### src/rtl/mem_req_pkg.sv
// Shared types and default sizing for the memory request master.
package mem_req_pkg;

  localparam int DEF_DATA_WIDTH     = 16;
  localparam int DEF_DEPTH          = 16;
  localparam int DEF_TIMEOUT_CYCLES = 64;

  typedef enum logic [2:0] {
    IDLE,
    WR_FETCH,
    WR_REQ,
    RD_REQ,
    RD_OUT,
    DONE
  } state_t;

endpackage

### src/rtl/mem_req_timeout.sv
// Stall watchdog: counts enabled cycles and flags the cycle that would reach
// TIMEOUT_CYCLES. A TIMEOUT_CYCLES of 0 never fires.
module mem_req_timeout
  import mem_req_pkg::*;
#(
  parameter int TIMEOUT_CYCLES = DEF_TIMEOUT_CYCLES
) (
  input  logic clk_i,
  input  logic rst_i,
  input  logic clr_i,
  input  logic en_i,
  output logic tc_o
);

  localparam int CW = (TIMEOUT_CYCLES < 2) ? 1 : $clog2(TIMEOUT_CYCLES);
  localparam logic [CW-1:0] LAST = CW'((TIMEOUT_CYCLES == 0) ? 0 : TIMEOUT_CYCLES - 1);

  logic [CW-1:0] r_count;

  always_ff @(posedge clk_i or posedge rst_i) begin
    if (rst_i) begin
      r_count <= '0;
    end else if (clr_i) begin
      r_count <= '0;
    end else if (en_i && (r_count != LAST)) begin
      r_count <= r_count + 1'b1;
    end
  end

  // Terminal count only matters while still stalled, so a same-cycle ready wins.
  assign tc_o = (TIMEOUT_CYCLES != 0) && en_i && (r_count == LAST);

endmodule

### src/rtl/mem_req_master.sv
// Block-command initiator for the single-port valid/ready memory: one memory
// transaction per location, write beats from a stream, read beats to a stream.
module mem_req_master
  import mem_req_pkg::*;
#(
  parameter int DATA_WIDTH     = DEF_DATA_WIDTH,
  parameter int DEPTH          = DEF_DEPTH,
  parameter int ADDR_WIDTH     = $clog2(DEPTH),
  parameter int TIMEOUT_CYCLES = DEF_TIMEOUT_CYCLES
) (
  input  logic                  clk_i,
  input  logic                  rst_i,
  input  logic                  cmd_valid_i,
  output logic                  cmd_ready_o,
  input  logic                  cmd_wr_i,
  input  logic [ADDR_WIDTH-1:0] cmd_addr_i,
  input  logic [ADDR_WIDTH:0]   cmd_len_i,
  input  logic [DATA_WIDTH-1:0] wr_data_i,
  input  logic                  wr_data_valid_i,
  output logic                  wr_data_ready_o,
  output logic [DATA_WIDTH-1:0] rd_data_o,
  output logic                  rd_valid_o,
  input  logic                  rd_ready_i,
  output logic [ADDR_WIDTH-1:0] addr_o,
  output logic [DATA_WIDTH-1:0] wdata_o,
  output logic                  wr_en_o,
  output logic                  rd_en_o,
  output logic                  valid_o,
  input  logic                  ready_i,
  input  logic [DATA_WIDTH-1:0] rdata_i,
  output logic                  busy_o,
  output logic                  done_o,
  output logic                  err_o
);

  localparam logic [ADDR_WIDTH:0]   LEN_MAX  = (ADDR_WIDTH+1)'(DEPTH);
  localparam logic [ADDR_WIDTH:0]   REM_ONE  = (ADDR_WIDTH+1)'(1);
  localparam logic [ADDR_WIDTH-1:0] ADDR_TOP = ADDR_WIDTH'(DEPTH - 1);

  state_t                r_state;
  logic [ADDR_WIDTH-1:0] r_addr;
  logic [ADDR_WIDTH:0]   r_rem;
  logic [DATA_WIDTH-1:0] r_wdata;
  logic [DATA_WIDTH-1:0] r_rd_data;
  logic                  r_valid;
  logic                  r_wr_en;
  logic                  r_rd_en;
  logic                  r_rd_valid;
  logic                  r_wr_data_ready;
  logic                  r_done;
  logic                  r_err;
  logic                  r_busy;

  logic                  w_hs;
  logic                  w_tmo_tc;
  logic [ADDR_WIDTH:0]   w_len;
  logic [ADDR_WIDTH-1:0] w_addr_inc;

  assign w_hs       = r_valid & ready_i;
  assign w_len      = (cmd_len_i > LEN_MAX) ? LEN_MAX : cmd_len_i;
  assign w_addr_inc = (r_addr == ADDR_TOP) ? '0 : r_addr + 1'b1;

  // Valid is low between beats, so clearing on !valid restarts the count per request.
  mem_req_timeout #(
    .TIMEOUT_CYCLES(TIMEOUT_CYCLES)
  ) u_timeout (
    .clk_i (clk_i),
    .rst_i (rst_i),
    .clr_i (~r_valid),
    .en_i  (r_valid & ~ready_i),
    .tc_o  (w_tmo_tc)
  );

  always_ff @(posedge clk_i or posedge rst_i) begin
    if (rst_i) begin
      r_state         <= IDLE;
      r_addr          <= '0;
      r_rem           <= '0;
      r_wdata         <= '0;
      r_rd_data       <= '0;
      r_valid         <= 1'b0;
      r_wr_en         <= 1'b0;
      r_rd_en         <= 1'b0;
      r_rd_valid      <= 1'b0;
      r_wr_data_ready <= 1'b0;
      r_done          <= 1'b0;
      r_err           <= 1'b0;
      r_busy          <= 1'b0;
    end else begin
      r_done <= 1'b0;
      r_err  <= 1'b0;
      case (r_state)
        IDLE: begin
          if (cmd_valid_i) begin
            r_addr <= cmd_addr_i;
            r_rem  <= w_len;
            r_busy <= 1'b1;
            if (w_len == '0) begin
              r_state <= DONE;
              r_done  <= 1'b1;
            end else if (cmd_wr_i) begin
              r_state         <= WR_FETCH;
              r_wr_data_ready <= 1'b1;
            end else begin
              r_state <= RD_REQ;
              r_valid <= 1'b1;
              r_rd_en <= 1'b1;
            end
          end
        end
        WR_FETCH: begin
          if (wr_data_valid_i) begin
            r_wdata         <= wr_data_i;
            r_wr_data_ready <= 1'b0;
            r_valid         <= 1'b1;
            r_wr_en         <= 1'b1;
            r_state         <= WR_REQ;
          end
        end
        WR_REQ: begin
          if (w_hs) begin
            r_addr  <= w_addr_inc;
            r_rem   <= r_rem - 1'b1;
            r_valid <= 1'b0;
            r_wr_en <= 1'b0;
            if (r_rem == REM_ONE) begin
              r_state <= DONE;
              r_done  <= 1'b1;
            end else begin
              r_state         <= WR_FETCH;
              r_wr_data_ready <= 1'b1;
            end
          end else if (w_tmo_tc) begin
            r_valid <= 1'b0;
            r_wr_en <= 1'b0;
            r_err   <= 1'b1;
            r_busy  <= 1'b0;
            r_state <= IDLE;
          end
        end
        RD_REQ: begin
          if (w_hs) begin
            r_rd_data  <= rdata_i;
            r_addr     <= w_addr_inc;
            r_rem      <= r_rem - 1'b1;
            r_valid    <= 1'b0;
            r_rd_en    <= 1'b0;
            r_rd_valid <= 1'b1;
            r_state    <= RD_OUT;
          end else if (w_tmo_tc) begin
            r_valid <= 1'b0;
            r_rd_en <= 1'b0;
            r_err   <= 1'b1;
            r_busy  <= 1'b0;
            r_state <= IDLE;
          end
        end
        RD_OUT: begin
          if (rd_ready_i) begin
            r_rd_valid <= 1'b0;
            if (r_rem == '0) begin
              r_state <= DONE;
              r_done  <= 1'b1;
            end else begin
              r_state <= RD_REQ;
              r_valid <= 1'b1;
              r_rd_en <= 1'b1;
            end
          end
        end
        DONE: begin
          r_busy  <= 1'b0;
          r_state <= IDLE;
        end
        default: begin
          r_busy  <= 1'b0;
          r_state <= IDLE;
        end
      endcase
    end
  end

  assign cmd_ready_o     = (r_state == IDLE);
  assign wr_data_ready_o = r_wr_data_ready;
  assign rd_data_o       = r_rd_data;
  assign rd_valid_o      = r_rd_valid;
  assign addr_o          = r_addr;
  assign wdata_o         = r_wdata;
  assign wr_en_o         = r_wr_en;
  assign rd_en_o         = r_rd_en;
  assign valid_o         = r_valid;
  assign busy_o          = r_busy;
  assign done_o          = r_done;
  assign err_o           = r_err;

endmodule

### config.mk
export PLATFORM = sky130hd
export DESIGN_NAME = mem_req_master
export DESIGN_NICKNAME = d
export VERILOG_FILES = /design/src/rtl/mem_req_pkg.sv /design/src/rtl/mem_req_timeout.sv /design/src/rtl/mem_req_master.sv
export SDC_FILE = /design/constraint.sdc
export NUM_CORES = 1
export LEC_CHECK = 0
export ABC_AREA = 0
export CAP_MARGIN = 20
export CELL_PAD_IN_SITES_DETAIL_PLACEMENT = 1
export CELL_PAD_IN_SITES_GLOBAL_PLACEMENT = 1
export CORE_ASPECT_RATIO = 2
export CORE_MARGIN = 2
export CORE_UTILIZATION = 35
export CTS_CLUSTER_SIZE = 16
export DETAILED_ROUTE_END_ITERATION = 10
export HOLD_SLACK_MARGIN = 0.03
export PLACE_DENSITY_LB_ADDON = 0.3
export SYNTH_ARGS = -nofsm -noshare
export SYNTH_HDL_FRONTEND = slang
export SYNTH_SLANG_ARGS = --single-unit
### constraint.sdc
create_clock -name clk_i -period 2.15 [get_ports clk_i]
set_input_delay 0.43 -clock clk_i [delete_from_list [all_inputs] [get_ports clk_i]]
set_output_delay 0.43 -clock clk_i [all_outputs]
set_load 0.02 [all_outputs]
==> reports/metrics.yaml, run 1 <==
route:
  drc: 0
  drt_wl_total_um: 8397
  top_layer: "met4"
  wl_met1_um: 3023
  vias: 2509
  vias_per_cell: 5.338
  met3WireLength_um: 226
  drtPass1Iterations: 4
  wire_per_inst_um: 17.87
synth:
  yosysChipArea_um2: 2834
  ys_sh_simple: 0.1430
  mux_share: 0.1342
  synth-async-reset-ratio: 1.000
  ys_ff: 58
  edf_count: 0
  syn_inst: 259
  ys_sh_aoi: 0.1483
  yosysTopAreaCellShare: 0.5121
  most_common_cell: "dfrtp_1"
  syn_area_per_cell_um2: 10.94
  yosys_warnings: 0
  fp_nets: 312
  syn_area_um2: 2834
  yosys_cells: 259
  ys_top_logic_family: "AND-OR/OR-AND gates"
final_timing:
  post-route-period-util: 0.9029
  fin_crit_ns: 1.941
  setup_viol: 0
  setup_slack_ns: 0.2089
  slew_headroom: 0.7326
  holdWs_ns: 0.4794
  worst_pin_slew_ns: 0.3956
clock_tree:
  cts.sinks: 58
  tritoncts: "built"
  postCtsHoldBufs: 0
  clock_latency_ns: 0.33
  clk_pin_slew_ns: 0.05
  htree_num_levels: 3
critical_path:
  cpMaxStageDelayCell: "or4b_2"
  critPathCaptureType: "flip-flop"
  critical-path-top-delay-family: "simple AND/OR/NAND/NOR gates"
  cp_max_fo: 4
  crit_cells: 6
  reg2reg_to: "r_state[2]"
  reg2regPathDepth: 6
  critPathArrivalTime_ns: 2.19
  critPathBufInv: 1
  cp-start-kind: "flip-flop"
layout:
  seq_share: 0.3402
  inv_count: 12
  nFillCells: 865
  nNetsFinal: 422
  layout.nonclk_buf_frac: 0.2578
  clock_buffers: 11
  multi_input_comb_cells: 177
  num_antenna_cells: 0
  largest_cell_class: "registers"
  areaGrowthSynthToFinish_pct: 50.55
floorplan:
  io-pin-count: 93
  chipArea_um2: 8877
  n_tap_cell: 96
outcome:
  status: "finished clean"
grt:
  use_met2: 0.3753
  grt_pass1_wl_um: 13750
  use_met1: 0.2237
  grt_max_degree: 59
  overflow: 0
  grtUsageTotal: 0.2106
  met3_usage: 0.03510
  grt_busiest_layer: "met2"
  grt_pass1_vias: 2717
pwr:
  p_comb_mw: 3.12
  power.share.combinational: 0.490
  intPower_mw: 3.898
  power.switching_mw: 2.463
  power_frac_seq: 0.304
  p_leak_nw: 1.767
flow_run:
  max_cap_violations: 0
  tool_warnings: 28
place:
  place_ws_ns: -0.04525
  dpl-instance-area_um2: 3995
  gp_congestion: 0.8102
  dp.cells: 454
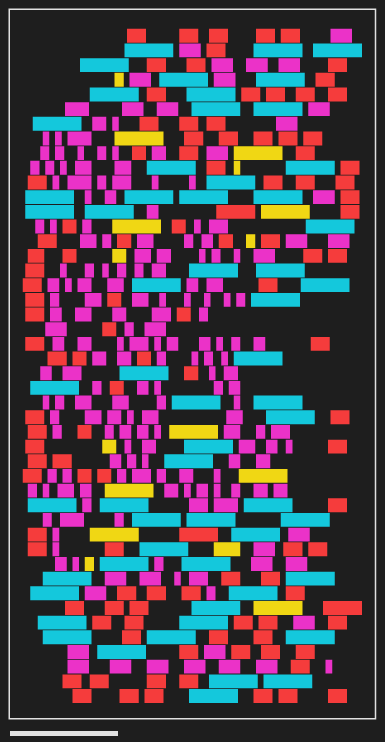
Fig. 1. Placed cells, one colour a class (run 1).
Scale bar: 20 µm.
Key: other buffers and delay cells = red [cells 111, share of their area 27%]; all other logic = magenta [cells 189, share of their area 32%]; clock drivers and dummy loads = yellow [cells 16, share of their area 6.6%]; flip-flops = cyan [cells 58, share of their area 35%]

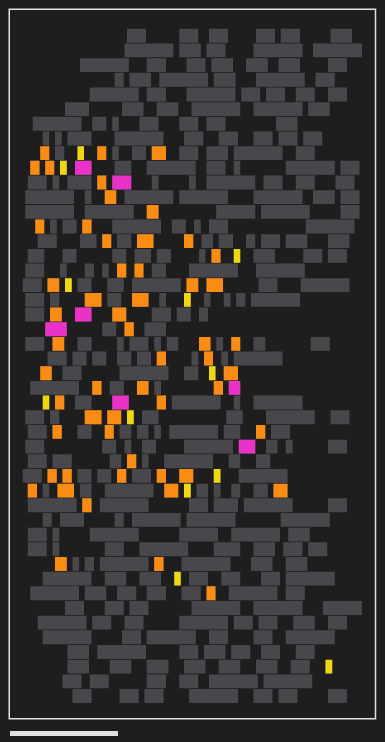
Fig. 2. Gate families picked out (run 1).
Scale bar: 20 µm.
Key: AND and OR gates = magenta [cells 7]; inverting AOI/OAI gates = orange [cells 55, most used a21oi_1]; inverters = yellow [cells 12, most used inv_1]
Finished Layout Cells: 470
Comb area share: 0.2994

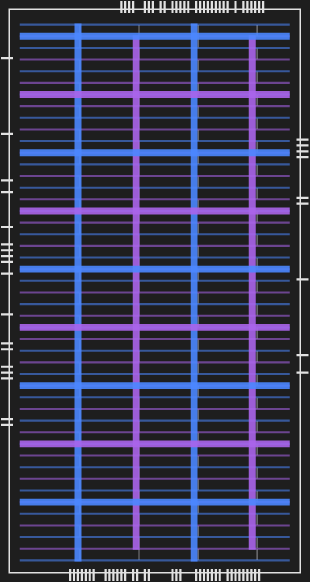
Fig. 3. PDN straps and rails (run 1).
Pins as bars on the die edge. Tap cells in grey.
Key: VSS = blue; VDD = purple
96 tap cells. The core has 46 rows. 47 met1 rails follow the rows.
Die Ht: 131.3 µm
core area: 7885 µm²
peak supply drop: 0.8298 mV
die width: 67.63 µm

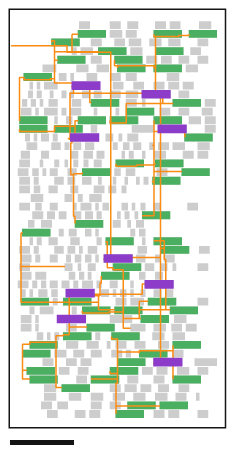
Fig. 4. Routed clock nets over the placement (run 1).
Scale bar: 20 µm.
Key: flip-flops = green [count 58]; clock wires = orange [length 899 µm]; cells driving clock nets = purple [count 9]
There are 10 routed clock nets. Position of the flops: all over the die.
clk_skew: 0.005509 ns
P_clk: 1.31 mW

==> run 2: changes to the inputs <==
--- a/config.mk
+++ b/config.mk
@@ -6,6 +6,7 @@
 export NUM_CORES = 1
 export LEC_CHECK = 0
 export ABC_AREA = 0
+export ABC_CLOCK_PERIOD_IN_PS = 2150
 export CAP_MARGIN = 20
 export CELL_PAD_IN_SITES_DETAIL_PLACEMENT = 1
 export CELL_PAD_IN_SITES_GLOBAL_PLACEMENT = 1
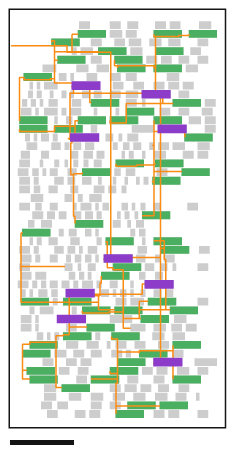
Fig. 5. Routed clock nets over the placement (run 2).
Scale bar: 20 µm.
Key: cells driving clock nets = purple [count 9]; flip-flops = green [count 58]; clock wires = orange [length 899 µm]
Position of the flops: all over the die. There are 10 routed clock nets.
Insertion Delay late pin: 0.33 ns
Clock power frac: 0.205

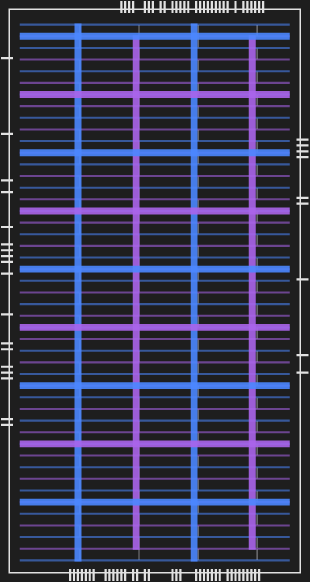
Fig. 6. PDN straps and rails (run 2).
Pins as bars on the die edge. Tap cells in grey.
Key: VDD = purple; VSS = blue
93 signal pins sit on the boundary. The core has 46 rows. 96 tap cells.

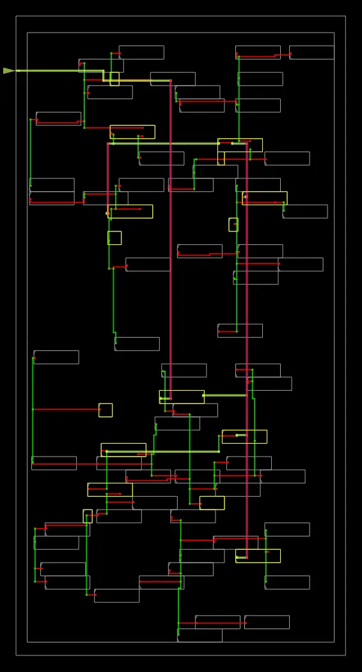
Fig. 7. Clock wiring as the flow saved it (run 2).
Flops: 58
clkbuf count: 11

==> run 2 against run 1 <==
Against the previous run:
- clock power barely moved
- global-route usage unchanged
- count of clock-buffer cells in the layout stayed put
- hold slack unchanged
- sequential share of layout area unchanged
- maximum frequency did not move
- total power did not move
- first-iteration DRC count unchanged
- via count unchanged
- largest cell class unchanged
==> reports/metrics.yaml, run 2 <==
synth:
  fp_nets: 312
  ys_sh_simple: 0.1430
  most_common_cell: "dfrtp_1"
  syn_area_per_cell_um2: 10.94
  ys_top_logic_family: "AND-OR/OR-AND gates"
  ys_ff: 58
  edf_count: 0
layout:
  layout.nonclk_buf_frac: 0.2578
  nFillCells: 865
  nNetsFinal: 422
  num_antenna_cells: 0
  areaGrowthSynthToFinish_pct: 50.55
  largest_cell_class: "registers"
  seq_share: 0.3402
  inv_count: 12
floorplan:
  die-height_um: 131.3
  n_tap_cell: 96
  coreArea_um2: 7885
final_timing:
  fin_crit_ns: 1.941
  worst_pin_slew_ns: 0.3956
  setup_slack_ns: 0.2089
  post-route-period-util: 0.9029
  holdWs_ns: 0.4794
critical_path:
  cp_max_fo: 4
  critPathArrivalTime_ns: 2.19
  critPathBufInv: 1
route:
  drtPass1Iterations: 4
  met3WireLength_um: 226
  drt_wl_total_um: 8397
  wl_met1_um: 3023
  wire_per_inst_um: 17.87
grt:
  grt_pass1_vias: 2717
  overflow: 0
  grt_busiest_layer: "met2"
  grt_pass1_wl_um: 13750
  use_met2: 0.3753
pwr:
  power.switching_mw: 2.463
  intPower_mw: 3.898
  peakVddDrop_mv: 0.8298
  pg_clk_mw: 1.31
  power.share.combinational: 0.490
  p_comb_mw: 3.12
clock_tree:
  tritoncts: "built"
  htree_num_levels: 3
  postCtsHoldBufs: 0
place:
  place_ws_ns: -0.04525
  dpl-instance-area_um2: 3995
outcome:
  status: "finished clean"
flow_run:
  tool_warnings: 28
Fig. 8: run 2, placed cells, one colour a class
Scale bar: 20 µm.
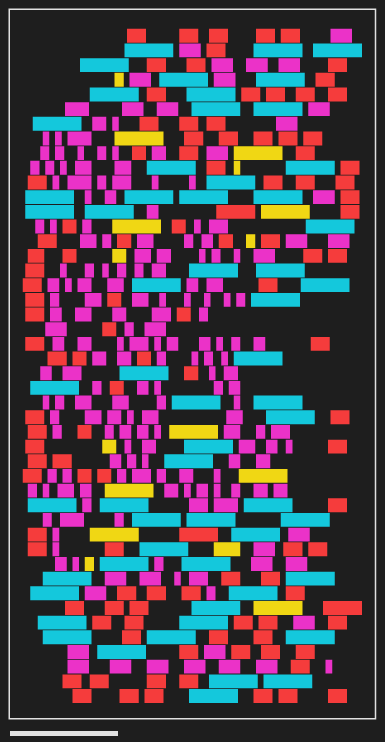

==> run 3: changes to the inputs <==
--- a/config.mk
+++ b/config.mk
@@ -10,13 +10,14 @@
 export CAP_MARGIN = 20
 export CELL_PAD_IN_SITES_DETAIL_PLACEMENT = 1
 export CELL_PAD_IN_SITES_GLOBAL_PLACEMENT = 1
-export CORE_ASPECT_RATIO = 2
 export CORE_MARGIN = 2
 export CORE_UTILIZATION = 35
 export CTS_CLUSTER_SIZE = 16
 export DETAILED_ROUTE_END_ITERATION = 10
 export HOLD_SLACK_MARGIN = 0.03
 export PLACE_DENSITY_LB_ADDON = 0.3
+export SETUP_SLACK_MARGIN = 0.02
+export SKIP_CTS_REPAIR_TIMING = 1
 export SYNTH_ARGS = -nofsm -noshare
 export SYNTH_HDL_FRONTEND = slang
 export SYNTH_SLANG_ARGS = --single-unit
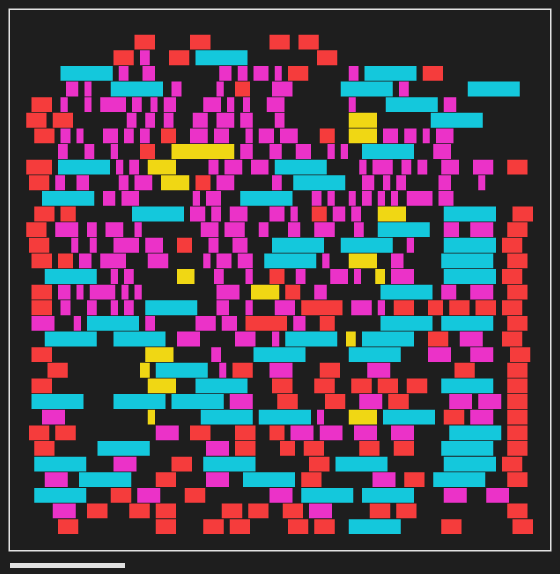
Fig. 9. Placed cells, one colour a class (run 3).
Scale bar: 20 µm.
Key: clock drivers and dummy loads = yellow [cells 16, share of their area 4.8%]; flip-flops = cyan [cells 58, share of their area 36%]; all other logic = magenta [cells 189, share of their area 33%]; other buffers and delay cells = red [cells 109, share of their area 27%]

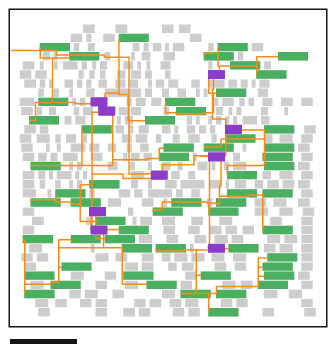
Fig. 10. Routed clock nets over the placement (run 3).
Scale bar: 20 µm.
Key: flip-flops = green [count 58]; clock wires = orange [length 812 µm]; cells driving clock nets = purple [count 9]
There are 10 routed clock nets.
P_clk: 0.994 mW
Clock power frac: 0.166
clk_skew: 0.007062 ns

==> run 3 against run 2 <==
Against the previous run:
- first-iteration DRC count is 30% lower
- clock skew is 0.0016 ns higher
- sequential share of layout area is 0.72 points higher
- critical path type is now reg2out
==> reports/metrics.yaml, run 3 <==
outcome:
  status: "finished clean"
synth:
  most_common_cell: "dfrtp_1"
  syn_inst: 259
  ys_sh_aoi: 0.1483
  yosysTopAreaCellShare: 0.5121
  syn_area_per_cell_um2: 10.94
  ys_ff: 58
  edf_count: 0
  ys_sh_simple: 0.1430
  yosys_warnings: 0
  mux_share: 0.1342
  ys_top_logic_family: "AND-OR/OR-AND gates"
  yosysChipArea_um2: 2834
final_timing:
  worst_pin_slew_ns: 0.4500
  post-route-period-util: 0.9082
  setup_viol: 0
  holdWs_ns: 0.5034
flow_run:
  max_cap_violations: 0
  tool_warnings: 28
route:
  met3WireLength_um: 280
  wire_per_inst_um: 17.02
  vias: 2480
  drc: 0
layout:
  seq_share: 0.3474
  layout.nonclk_buf_frac: 0.2576
  seq_cells: 58
  stdcell_count: 474
  areaGrowthSynthToFinish_pct: 47.42
  clock_buffers: 11
  nFillCells: 876
  sh_comb_area: 0.3070
  largest_cell_class: "registers"
  num_antenna_cells: 0
grt:
  grt_busiest_layer: "met2"
  grt_max_degree: 34
  overflow: 0
  grt_pass1_vias: 2616
  met3_usage: 0.03130
  grt_pass1_wl_um: 13120
  use_met1: 0.2374
  grtUsageTotal: 0.1923
critical_path:
  cp-start-kind: "flip-flop"
  cpMaxStageDelayCell: "clkdlybuf4s50_1"
  critPathArrivalTime_ns: 1.52
  critical-path-top-delay-family: "buffers and inverters"
  crit_cells: 1
  reg2reg_to: "r_state[2]"
  reg2regPathDepth: 6
place:
  dp.cells: 458
  place_ws_ns: -0.08286
clock_tree:
  tritoncts: "built"
pwr:
  power.share.combinational: 0.517
  p_leak_nw: 1.735
  peakVddDrop_mv: 0.6973
  p_comb_mw: 3.10
  intPower_mw: 3.643
  power.switching_mw: 2.349
floorplan:
  die_w_um: 93.99
  n_tap_cell: 102
  coreArea_um2: 7767
  chipArea_um2: 8833
  io-pin-count: 93
  die-height_um: 93.99
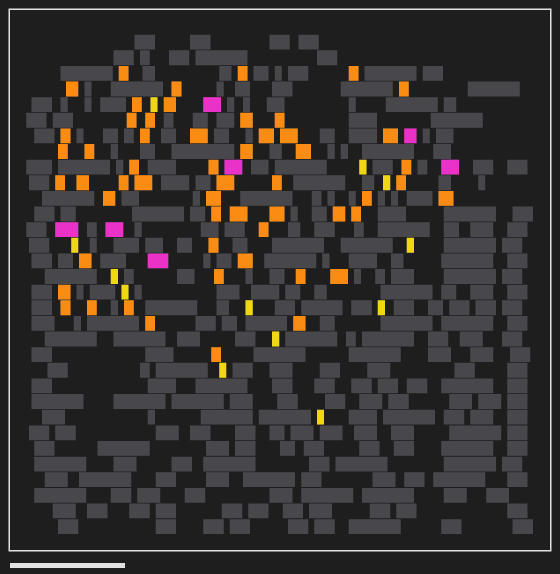
Fig. 11. Gate families picked out (run 3).
Scale bar: 20 µm.
Key: AND and OR gates = magenta [cells 7]; inverters = yellow [cells 12, most used inv_1]; inverting AOI/OAI gates = orange [cells 55, most used a21oi_1]

Power is estimated from default activity; no workload was simulated.
